`config.mk`:
```
export PLATFORM = sky130hd
export DESIGN_NAME = batcharger_ctrl_flat
export DESIGN_NICKNAME = d
export VERILOG_FILES = /design/src/rtl/batcharger_ctrl_if.sv /design/src/rtl/batcharger_ctrl.sv /design/src/flat_wrapper.sv
export SDC_FILE = /design/constraint.sdc
export NUM_CORES = 1
export LEC_CHECK = 0
export CORE_AREA = 2 2 86 88
export DETAILED_ROUTE_END_ITERATION = 12
export DIE_AREA = 0 0 88 90
export PLACE_DENSITY = 0.76
export RECOVER_POWER = 25
export SLEW_MARGIN = 20
export SYNTH_ARGS = -nofsm -noshare
export SYNTH_HDL_FRONTEND = slang
export SYNTH_SLANG_ARGS = --single-unit
```
`constraint.sdc`:
```
create_clock -name clk -period 3.2 [get_ports clk]
set_clock_uncertainty 0.05 [all_clocks]
set_input_delay 0.64 -clock clk [delete_from_list [all_inputs] [get_ports clk]]
set_output_delay 0.64 -clock clk [all_outputs]
set_load 0.01 [all_outputs]
```
`src/rtl/batcharger_ctrl_if.sv`:
```
// Charger controller bus: ADC sample inputs, enable/capacity,
// phase flags and reference codes toward the analog core.
interface batcharger_ctrl_if;
  logic       en;
  logic [3:0] sel;
  logic       sample_valid;
  logic [7:0] vbat;
  logic [7:0] ibat;
  logic [7:0] vtemp;
  logic       tc;
  logic       cc;
  logic       cv;
  logic [7:0] iref;
  logic [7:0] vref;
  logic       done;
  logic       fault;
  logic [1:0] fault_code;

  modport master (
    output en, sel, sample_valid, vbat, ibat, vtemp,
    input  tc, cc, cv, iref, vref, done, fault, fault_code
  );

  modport slave (
    input  en, sel, sample_valid, vbat, ibat, vtemp,
    output tc, cc, cv, iref, vref, done, fault, fault_code
  );
endinterface

```
`src/rtl/batcharger_ctrl.sv`:
```
// Battery charge sequencer: IDLE/TC/CC/CV/DONE/FAULT with debounce,
// safety timers and registered phase/reference outputs.
module batcharger_ctrl #(
  parameter logic [7:0]  VCUTOFF = 8'd128,
  parameter logic [7:0]  VFLOAT  = 8'd214,
  parameter logic [7:0]  VRECH   = 8'd204,
  parameter logic [7:0]  TMIN    = 8'd40,
  parameter logic [7:0]  TMAX    = 8'd200,
  parameter logic [3:0]  DEB     = 4'd3,
  parameter logic [15:0] TC_MAX  = 16'd1000,
  parameter logic [15:0] CV_MAX  = 16'd4000
) (
  input  logic               clk,
  input  logic               rstz,
  batcharger_ctrl_if.slave   bus
);

  typedef enum logic [2:0] {
    S_IDLE, S_TC, S_CC, S_CV, S_DONE, S_FAULT
  } state_t;

  state_t      state_q, state_d, nxt;
  logic [4:0]  cap_q, cap_d;
  logic [3:0]  deb_q, deb_d, deb_inc;
  logic [15:0] tmr_q, tmr_d;
  logic [1:0]  code_q, code_d;
  logic        temp_ok, chg, qual;
  logic [7:0]  iref_d;

  logic        tc_q, cc_q, cv_q, done_q, fault_q;
  logic [7:0]  iref_q, vref_q;
  logic [1:0]  fcode_q;

  assign temp_ok = (bus.vtemp >= TMIN) && (bus.vtemp <= TMAX);
  assign chg     = state_q inside {S_TC, S_CC, S_CV, S_DONE};
  assign deb_inc = (deb_q == 4'hF) ? deb_q : deb_q + 4'd1;

  // Per-phase qualifying condition and its debounced destination
  always_comb begin
    qual = 1'b0;
    nxt  = state_q;
    unique case (state_q)
      S_TC: begin
        qual = bus.vbat >= VCUTOFF;
        nxt  = S_CC;
      end
      S_CC: begin
        qual = bus.vbat >= VFLOAT;
        nxt  = S_CV;
      end
      S_CV: begin
        qual = bus.ibat <= {3'b0, cap_q};
        nxt  = S_DONE;
      end
      S_DONE: begin
        qual = bus.vbat < VRECH;
        nxt  = S_CC;
      end
      S_FAULT: begin
        qual = (code_q == 2'b01) && temp_ok;
        nxt  = S_IDLE;
      end
      default: ;
    endcase
  end

  // Next state with priority en > temperature > timer > debounce
  always_comb begin
    state_d = state_q;
    cap_d   = cap_q;
    deb_d   = deb_q;
    tmr_d   = tmr_q;
    code_d  = code_q;
    if (!bus.en) begin
      state_d = S_IDLE;
      deb_d   = '0;
      tmr_d   = '0;
      code_d  = '0;
    end else if (bus.sample_valid) begin
      tmr_d = (&tmr_q) ? tmr_q : tmr_q + 16'd1;
      deb_d = qual ? deb_inc : 4'd0;
      if (state_q == S_IDLE) begin
        if (temp_ok) begin
          state_d = (bus.vbat < VCUTOFF) ? S_TC : S_CC;
          cap_d   = {1'b0, bus.sel} + 5'd1;
        end
      end else if (chg && !temp_ok) begin
        state_d = S_FAULT;
        code_d  = 2'b01;
      end else if (state_q == S_TC && tmr_d >= TC_MAX) begin
        state_d = S_FAULT;
        code_d  = 2'b10;
      end else if (state_q == S_CV && tmr_d >= CV_MAX) begin
        state_d = S_DONE;
      end else if (qual && deb_inc >= DEB) begin
        state_d = nxt;
      end
      if (state_d != state_q) begin
        deb_d = '0;
        tmr_d = '0;
      end
    end
  end

  // Current reference for the phase being entered
  always_comb begin
    iref_d = '0;
    unique case (state_d)
      S_TC:       iref_d = {3'b0, cap_d};
      S_CC, S_CV: iref_d = {3'b0, cap_d} * 8'd10;
      default:    iref_d = '0;
    endcase
  end

  // State, counters and outputs all registered from the next state
  always_ff @(posedge clk or negedge rstz) begin
    if (!rstz) begin
      state_q <= S_IDLE;
      cap_q   <= '0;
      deb_q   <= '0;
      tmr_q   <= '0;
      code_q  <= '0;
      tc_q    <= 1'b0;
      cc_q    <= 1'b0;
      cv_q    <= 1'b0;
      done_q  <= 1'b0;
      fault_q <= 1'b0;
      iref_q  <= '0;
      vref_q  <= '0;
      fcode_q <= '0;
    end else begin
      state_q <= state_d;
      cap_q   <= cap_d;
      deb_q   <= deb_d;
      tmr_q   <= tmr_d;
      code_q  <= code_d;
      tc_q    <= state_d == S_TC;
      cc_q    <= state_d == S_CC;
      cv_q    <= state_d == S_CV;
      done_q  <= state_d == S_DONE;
      fault_q <= state_d == S_FAULT;
      iref_q  <= iref_d;
      vref_q  <= (state_d == S_CV) ? VFLOAT : 8'd0;
      fcode_q <= (state_d == S_FAULT) ? code_d : 2'b00;
    end
  end

  assign bus.tc         = tc_q;
  assign bus.cc         = cc_q;
  assign bus.cv         = cv_q;
  assign bus.done       = done_q;
  assign bus.fault      = fault_q;
  assign bus.iref       = iref_q;
  assign bus.vref       = vref_q;
  assign bus.fault_code = fcode_q;

endmodule

```
`src/flat_wrapper.sv`:
```
// flat-port wrapper written by rule: the top's interface ports become plain ports
module batcharger_ctrl_flat 
#(
  parameter logic [7:0]  VCUTOFF = 8'd128,
  parameter logic [7:0]  VFLOAT  = 8'd214,
  parameter logic [7:0]  VRECH   = 8'd204,
  parameter logic [7:0]  TMIN    = 8'd40,
  parameter logic [7:0]  TMAX    = 8'd200,
  parameter logic [3:0]  DEB     = 4'd3,
  parameter logic [15:0] TC_MAX  = 16'd1000,
  parameter logic [15:0] CV_MAX  = 16'd4000
)
  (clk, rstz, bus_en, bus_sel, bus_sample_valid, bus_vbat, bus_ibat, bus_vtemp, bus_tc, bus_cc, bus_cv, bus_iref, bus_vref, bus_done, bus_fault, bus_fault_code);
  batcharger_ctrl_if bus_i ();
  input  logic clk;
  input  logic rstz;
  input wire logic [$bits(bus_i.en)-1:0] bus_en;
  input wire logic [$bits(bus_i.sel)-1:0] bus_sel;
  input wire logic [$bits(bus_i.sample_valid)-1:0] bus_sample_valid;
  input wire logic [$bits(bus_i.vbat)-1:0] bus_vbat;
  input wire logic [$bits(bus_i.ibat)-1:0] bus_ibat;
  input wire logic [$bits(bus_i.vtemp)-1:0] bus_vtemp;
  output wire logic [$bits(bus_i.tc)-1:0] bus_tc;
  output wire logic [$bits(bus_i.cc)-1:0] bus_cc;
  output wire logic [$bits(bus_i.cv)-1:0] bus_cv;
  output wire logic [$bits(bus_i.iref)-1:0] bus_iref;
  output wire logic [$bits(bus_i.vref)-1:0] bus_vref;
  output wire logic [$bits(bus_i.done)-1:0] bus_done;
  output wire logic [$bits(bus_i.fault)-1:0] bus_fault;
  output wire logic [$bits(bus_i.fault_code)-1:0] bus_fault_code;
  assign bus_i.en = bus_en;
  assign bus_i.sel = bus_sel;
  assign bus_i.sample_valid = bus_sample_valid;
  assign bus_i.vbat = bus_vbat;
  assign bus_i.ibat = bus_ibat;
  assign bus_i.vtemp = bus_vtemp;
  assign bus_tc = bus_i.tc;
  assign bus_cc = bus_i.cc;
  assign bus_cv = bus_i.cv;
  assign bus_iref = bus_i.iref;
  assign bus_vref = bus_i.vref;
  assign bus_done = bus_i.done;
  assign bus_fault = bus_i.fault;
  assign bus_fault_code = bus_i.fault_code;
  batcharger_ctrl #(.VCUTOFF(VCUTOFF), .VFLOAT(VFLOAT), .VRECH(VRECH), .TMIN(TMIN), .TMAX(TMAX), .DEB(DEB), .TC_MAX(TC_MAX), .CV_MAX(CV_MAX)) u_core (.clk(clk), .rstz(rstz), .bus(bus_i));
endmodule
```
Fig. 1: run 1, cells by drive strength
Drawn at 6 px/um.
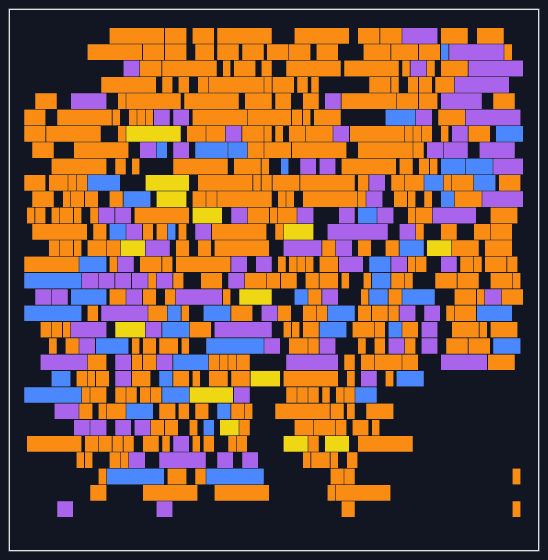
[yellow] x6 and larger | cells: 14 | share: 2.8%
[purple] x3 and x4 | cells: 92 | share: 19%
[blue] x2 | cells: 49 | share: 9.9%
[orange] x1 and smaller | cells: 340 | share: 69%
Non-clock buffers: 125
post-route cell area: 0.00487 sq mm
Area Overhead vs Synth: 44.9%
final worst slack: 0.0199 ns

Fig. 2: run 1, congestion heat map
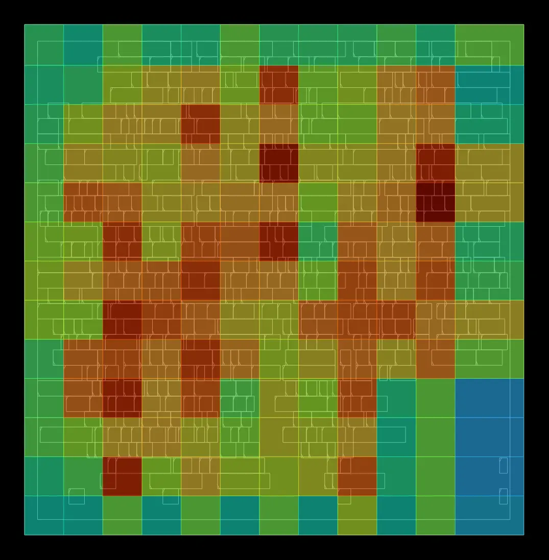
WL/cell: 16.5 um
met1 usage: 29.4%
global routing's busiest layer: met2
fin util: 69.3%

Fig. 3: run 1, register map, names as in the netlist
Drawn at 4 px/um. Other sequential cells in the stronger grey, the rest of the logic in the fainter grey.
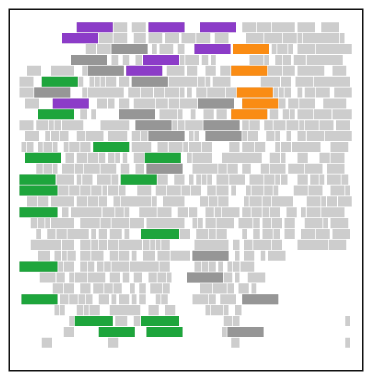
[orange] u_core.cap_q | flops: 5
[green] u_core.tmr_q | flops: 16
[purple] u_core.bus.iref | flops: 8
not coloured: 16
FF+latch area: 0.00113 sq mm
Seq. pwr: 635 uW
sequential share of cell area: 23.3%

Fig. 4: run 1, zoomed window
Region (32, 32) to (57, 57) um. Cells in grey, sequential cells in the stronger grey; small squares are vias.
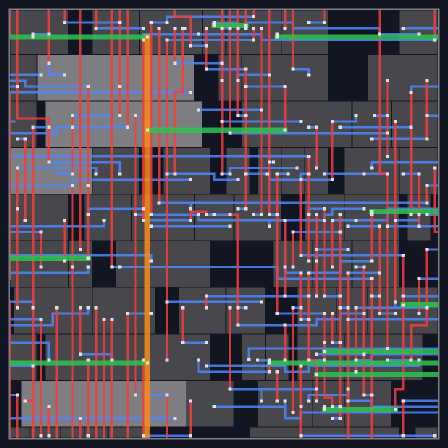
[green] M3
[blue] M1
[orange] M4
[red] M2
sequential cells in the window: 4
most frequent: buf_4 (12), nor2_1 (5)
cells with their middle in the window: 55
netlist names of flops here include: u_core.tmr_q (3), u_core.code_q (1)

## run 1: placed cells by master, fill, tap and decap left out, types with 4 or more instances in the layout
| cell type | n |
|---|---|
| dfrtp_1 | 39 |
| and2_1 | 6 |
| buf_4 | 66 |
| nand3_1 | 20 |
| dlymetal6s2s_1 | 11 |
| nor3_1 | 7 |
| buf_6 | 4 |
| nand2b_1 | 5 |
| inv_1 | 19 |
| a31oi_1 | 8 |
| nand2_1 | 35 |
| and4_1 | 4 |
| nor2b_1 | 4 |
| clkdlybuf4s50_1 | 38 |
| a21oi_1 | 10 |
| o21ai_1 | 10 |
| ha_1 | 10 |
| a21o_1 | 4 |
| mux2i_1 | 4 |
| nand4_1 | 13 |
| xor2_1 | 4 |
| nor2_1 | 35 |
| clkbuf_8 | 5 |
| ha_4 | 4 |
| o21ai_0 | 10 |
| nand4_2 | 4 |
| dfrtp_2 | 6 |
| nand3b_1 | 4 |
## run 1: how the worst max path moves through the flow
stage                     slack, ns            start  cells after the start                 end
after floorplan                0.04     bus_vtemp[0]                     11  u_core.bus.iref[7]
after global placement        -0.40     bus_vtemp[0]                     13  u_core.bus.iref[7]
after detailed placement      -0.50     bus_vtemp[0]                     13  u_core.bus.iref[7]
after CTS                    -0.004      bus_ibat[1]                     13  u_core.bus.iref[4]
after global routing          -0.06  u_core.tmr_q[9]                     13    u_core.tmr_q[12]
final                          0.02     bus_vtemp[4]                     14  u_core.bus.iref[7]
## run 1: metal layers
layer,share of wire [%],track usage [%]
met4,1.4,6.67
met1,42,29.4
met5,0,0
met2,51,37.9
met3,5.8,3.58
## run 1: power groups by stage
stage          Sequential, uW  Clock [uW]  Combinational (uW)
6_report                  635         371                 786
5_1_grt                   639         406                 850
4_1_cts                   631         375                 675
3_5_place_dp              643           0                 637
3_3_place_gp              641           0                 617
2_1_floorplan             649           0                 335
## run 1: cell type report
cell class / instances / area, sq um / share of cell area (%)
clock buffer: 5 / 68.8 / 1.41
multi-input combinational: 295 / 2280 / 46.9
clock inverter: 3 / 21.3 / 0.437
timing repair buffer: 125 / 1150 / 23.7
tap: 99 / 124 / 2.54
inverter: 22 / 82.6 / 1.70
sequential: 45 / 1130 / 23.3
## run 1: through the flow
step                instances  setup TNS [ns]
global route              594          -0.552
global placement          565          -11.31
CTS                       577        -0.00367
floorplan                 390               0
finish                    594               0
detailed placement        565          -13.47
## run 1: kinds of logic (layout without fill, tap and decap cells)
| family | after synthesis | count (layout) |
|---|---|---|
| XOR/XNOR | 8 | 8 |
| AND-OR/OR-AND | 89 | 89 |
| other | 1 | 3 |
| buffers and inverters | 50 | 155 |
| AND/OR/NAND/NOR | 173 | 173 |
| multiplexers | 6 | 6 |
| adder cells (fa/ha/maj) | 16 | 16 |
| flip-flops | 45 | 45 |
## run 1: worst max-delay path, stage by stage
cell and delay (ns):
clkdlybuf4s50_1 0.43, o21ai_1 0.15, nand2_1 0.08, a32oi_2 0.26, nor4_4 0.08, clkdlybuf4s15_2 0.24
buf_4 0.15, o21ai_4 0.18, ha_1 0.28, ha_1 0.22, a21o_1 0.19, a21oi_2 0.16
xor2_1 0.21, nor2_1 0.06
==> results.py, run 1 <==
# Metrics from the implementation run
metrics = {
    "setup_path": {
        "cp-end-kind": "flop",
        "r2r-end": "u_core.bus.iref[6]",
        "required_ns": 3.34,
        "crit_type": "input pin to flop",
        "r2r_cells": 12,
    },
    "placement": {
        "io_buffers": 50,
        "place.gp.congestion": 0.906,
        "place_area_sq_mm": 0.00425,
    },
    "synthesis": {
        "yosys.area.top_type": "dfrtp_1",
        "async_reset_ff_share_pct": 100,
        "edf_count": 0,
        "top_cell": "dfrtp_1",
        "ys_ff": 45,
        "synthTopCellsByArea": "dfrtp_1, ha_1, nand2_1, nor2_1, nand3_1",
        "netlist_area_sq_mm": 0.00336,
        "yosysUniqueCellTypes": 74,
        "synth_warnings": 0,
        "simple_gate_area_share_pct": 29.9,
        "aoi_share_pct": 18.8,
    },
    "final_layout": {
        "fillers": 499,
        "largest_reg_flops": 16,
        "diodes": 0,
    },
    "power": {
        "p_total_uw": 1790,
        "combinationalPowerShare_pct": 43.9,
    },
    "final_timing": {
        "tightest_slew_ns": 0.565,
        "fmax_ghz": 0.314,
        "min_period_ns": 3.18,
        "setup_violations": 0,
    },
    "floorplanning": {
        "rows": 31,
        "fp.dieH_um": 90,
        "core_area_sq_mm": 0.00702,
    },
    "flow_run": {
        "maxCapViolations": 0,
    },
    "clock_tree": {
        "numClockSinks": 45,
        "cts_buffers": 5,
        "cts-root-buf": "clkbuf_8",
        "insertion_delay_ns": 0.31,
    },
    "global_route": {
        "antenna_found_initial": 0,
        "grt_first_pass_wirelength_um": 14600,
    },
    "run_status": {
        "outcome": "complete, no violations",
    },
    "routing": {
        "drc": 0,
        "vias": 3453,
    },
}
==> inputs of run 2 (changes only) <==
SLEW_MARGIN = unset   (was 20)
Fig. 5: run 2, register map, names as in the netlist
Drawn at 4 px/um. Other sequential cells in the stronger grey, the rest of the logic in the fainter grey.
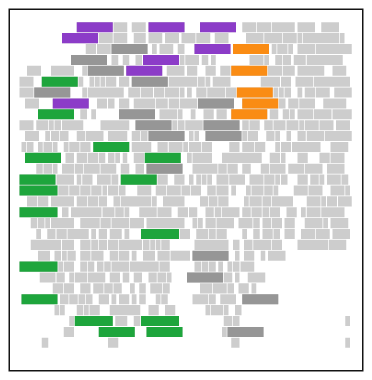
[purple] u_core.bus.iref | flops: 8
[orange] u_core.cap_q | flops: 5
[green] u_core.tmr_q | flops: 16
not coloured: 16
fin util: 69.3%
sequential share of cell area: 23.3%

Fig. 6: run 2, congestion heat map
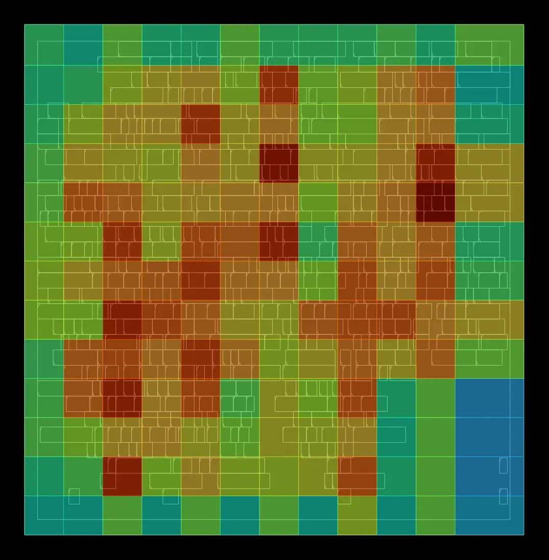
grt met3 use: 3.58%
GR Util met2: 37.9%
Total GRT Usage: 22.5%
WL/cell: 16.5 um

==> run 2 against run 1 <==
Net effect: die size stayed put; critical path type unchanged; sequential power barely moved; fmax about the same; clock power about the same; clock-buffer cell count did not move; highest routed layer unchanged.
==> results.py, run 2 <==
# Metrics from the implementation run
metrics = {
    "setup_path": {
        "required_ns": 3.34,
        "cp.buffers_inverters": 3,
        "crit_type": "input pin to flop",
        "critPathSlowestCell": "clkdlybuf4s50_1",
        "cp-end-kind": "flop",
        "crit_family": "AND-OR/OR-AND gates",
        "critPathMaxStageDelay_ns": 0.43,
        "cpMostUsedCell": "ha_1",
        "cp.depth": 14,
        "endpoint": "u_core.bus.iref[7]",
        "crit_start": "bus_vtemp[4]",
    },
    "final_timing": {
        "setup_violations": 0,
        "tns_ns": 0,
        "fmax_ghz": 0.314,
        "tightest_slew_ns": 0.984,
        "min_period_ns": 3.18,
    },
    "final_layout": {
        "syn_to_final_growth_pct": 44.8,
        "diodes": 0,
        "final_cell_mix": "buf_4, dfrtp_1, clkdlybuf4s50_1",
        "fillers": 498,
    },
    "synthesis": {
        "top_cell": "dfrtp_1",
        "yosysUniqueCellTypes": 74,
        "synthTopCellsByArea": "dfrtp_1, ha_1, nand2_1, nor2_1, nand3_1",
        "yosys.area.top_type": "dfrtp_1",
        "edf_count": 0,
        "ys_ff": 45,
        "async_reset_ff_share_pct": 100,
        "netlist_area_sq_mm": 0.00336,
    },
    "clock_tree": {
        "cts_buffers": 5,
        "insertion_delay_ns": 0.31,
        "cts-root-buf": "clkbuf_8",
    },
    "placement": {
        "io_buffers": 50,
    },
    "global_route": {
        "grt_first_pass_wirelength_um": 14600,
        "antenna_found_initial": 0,
    },
    "flow_run": {
        "maxCapViolations": 0,
    },
    "floorplanning": {
        "rows": 31,
    },
    "routing": {
        "drc": 0,
        "wl_met3_um": 552,
        "maxUsedRoutingLayer": "met4",
        "wl_met1_um": 4110,
        "vias": 3453,
    },
    "power": {
        "p_total_uw": 1790,
        "combinationalPowerShare_pct": 43.9,
    },
    "run_status": {
        "outcome": "complete, no violations",
    },
}
## run 2: cell counts after synthesis
No cell type changed its count.
## run 2: per-layer routing
metal | track usage [%] | up-vias
met5 | 0 | -
met4 | 6.67 | 0
met3 | 3.58 | 18
met2 | 37.9 | 121
met1 | 29.4 | 1691
li1 | - | 1623
## run 2: cell families after synthesis
kind of cell	share of synthesized area, %
mux	1.82
flops	33.5
buf+inv	7.56
xor+xnor	2.09
compound gates	18.8
other cells	0.112
simple gates	29.9
fa+ha+maj	6.18
## run 2: final cells by class
cell class / instances / area (sq um) / share of cell area [%]
Sequential cell: 45 / 1130 / 23.3
Inverter: 22 / 82.6 / 1.70
Tap cell: 99 / 124 / 2.55
Clock inverter: 3 / 21.3 / 0.437
Timing Repair Buffer: 125 / 1150 / 23.7
Multi-Input combinational cell: 295 / 2280 / 46.9
Clock buffer: 5 / 68.8 / 1.41
## run 2: metrics by stage
stage | setup WS (ns) | instance area, sq um | instances
CTS | -0.00367 | 4440 | 577
finish | 0.0198 | 4870 | 594
detailed placement | -0.502 | 4250 | 565
floorplan | 0.0434 | 3380 | 390
global placement | -0.403 | 4250 | 565
global route | -0.0628 | 4870 | 594
## run 2: repair_timing
action | in CTS | in global routing
cloned | 1 | 2
pin swaps | 8 | 30
setup buffers | 3 | 15
resized | 16 | 62
setup endpoints to repair | 29 | 34
## run 2: worst min path at each step
stage | from | end | slack (ns) | depth (start not counted)
detailed placement | u_core.deb_q[3] | u_core.deb_q[3] | 0.51 | 1
floorplan | rstz | u_core.bus.cc | 0.29 | 0
finish | rstz | u_core.tmr_q[8] | 0.43 | 1
global placement | u_core.deb_q[3] | u_core.deb_q[3] | 0.50 | 1
global route | rstz | u_core.tmr_q[8] | 0.53 | 1
CTS | rstz | u_core.tmr_q[9] | 0.48 | 1
## run 2: power by group through the flow
stage	registers (uW)	clock network (uW)	logic, uW
5_1_grt	639	406	849
4_1_cts	631	375	675
3_3_place_gp	641	0	617
2_1_floorplan	649	0	335
3_5_place_dp	643	0	637
6_report	635	371	786
No activity file was given, so power comes from the tool's default toggle rates.
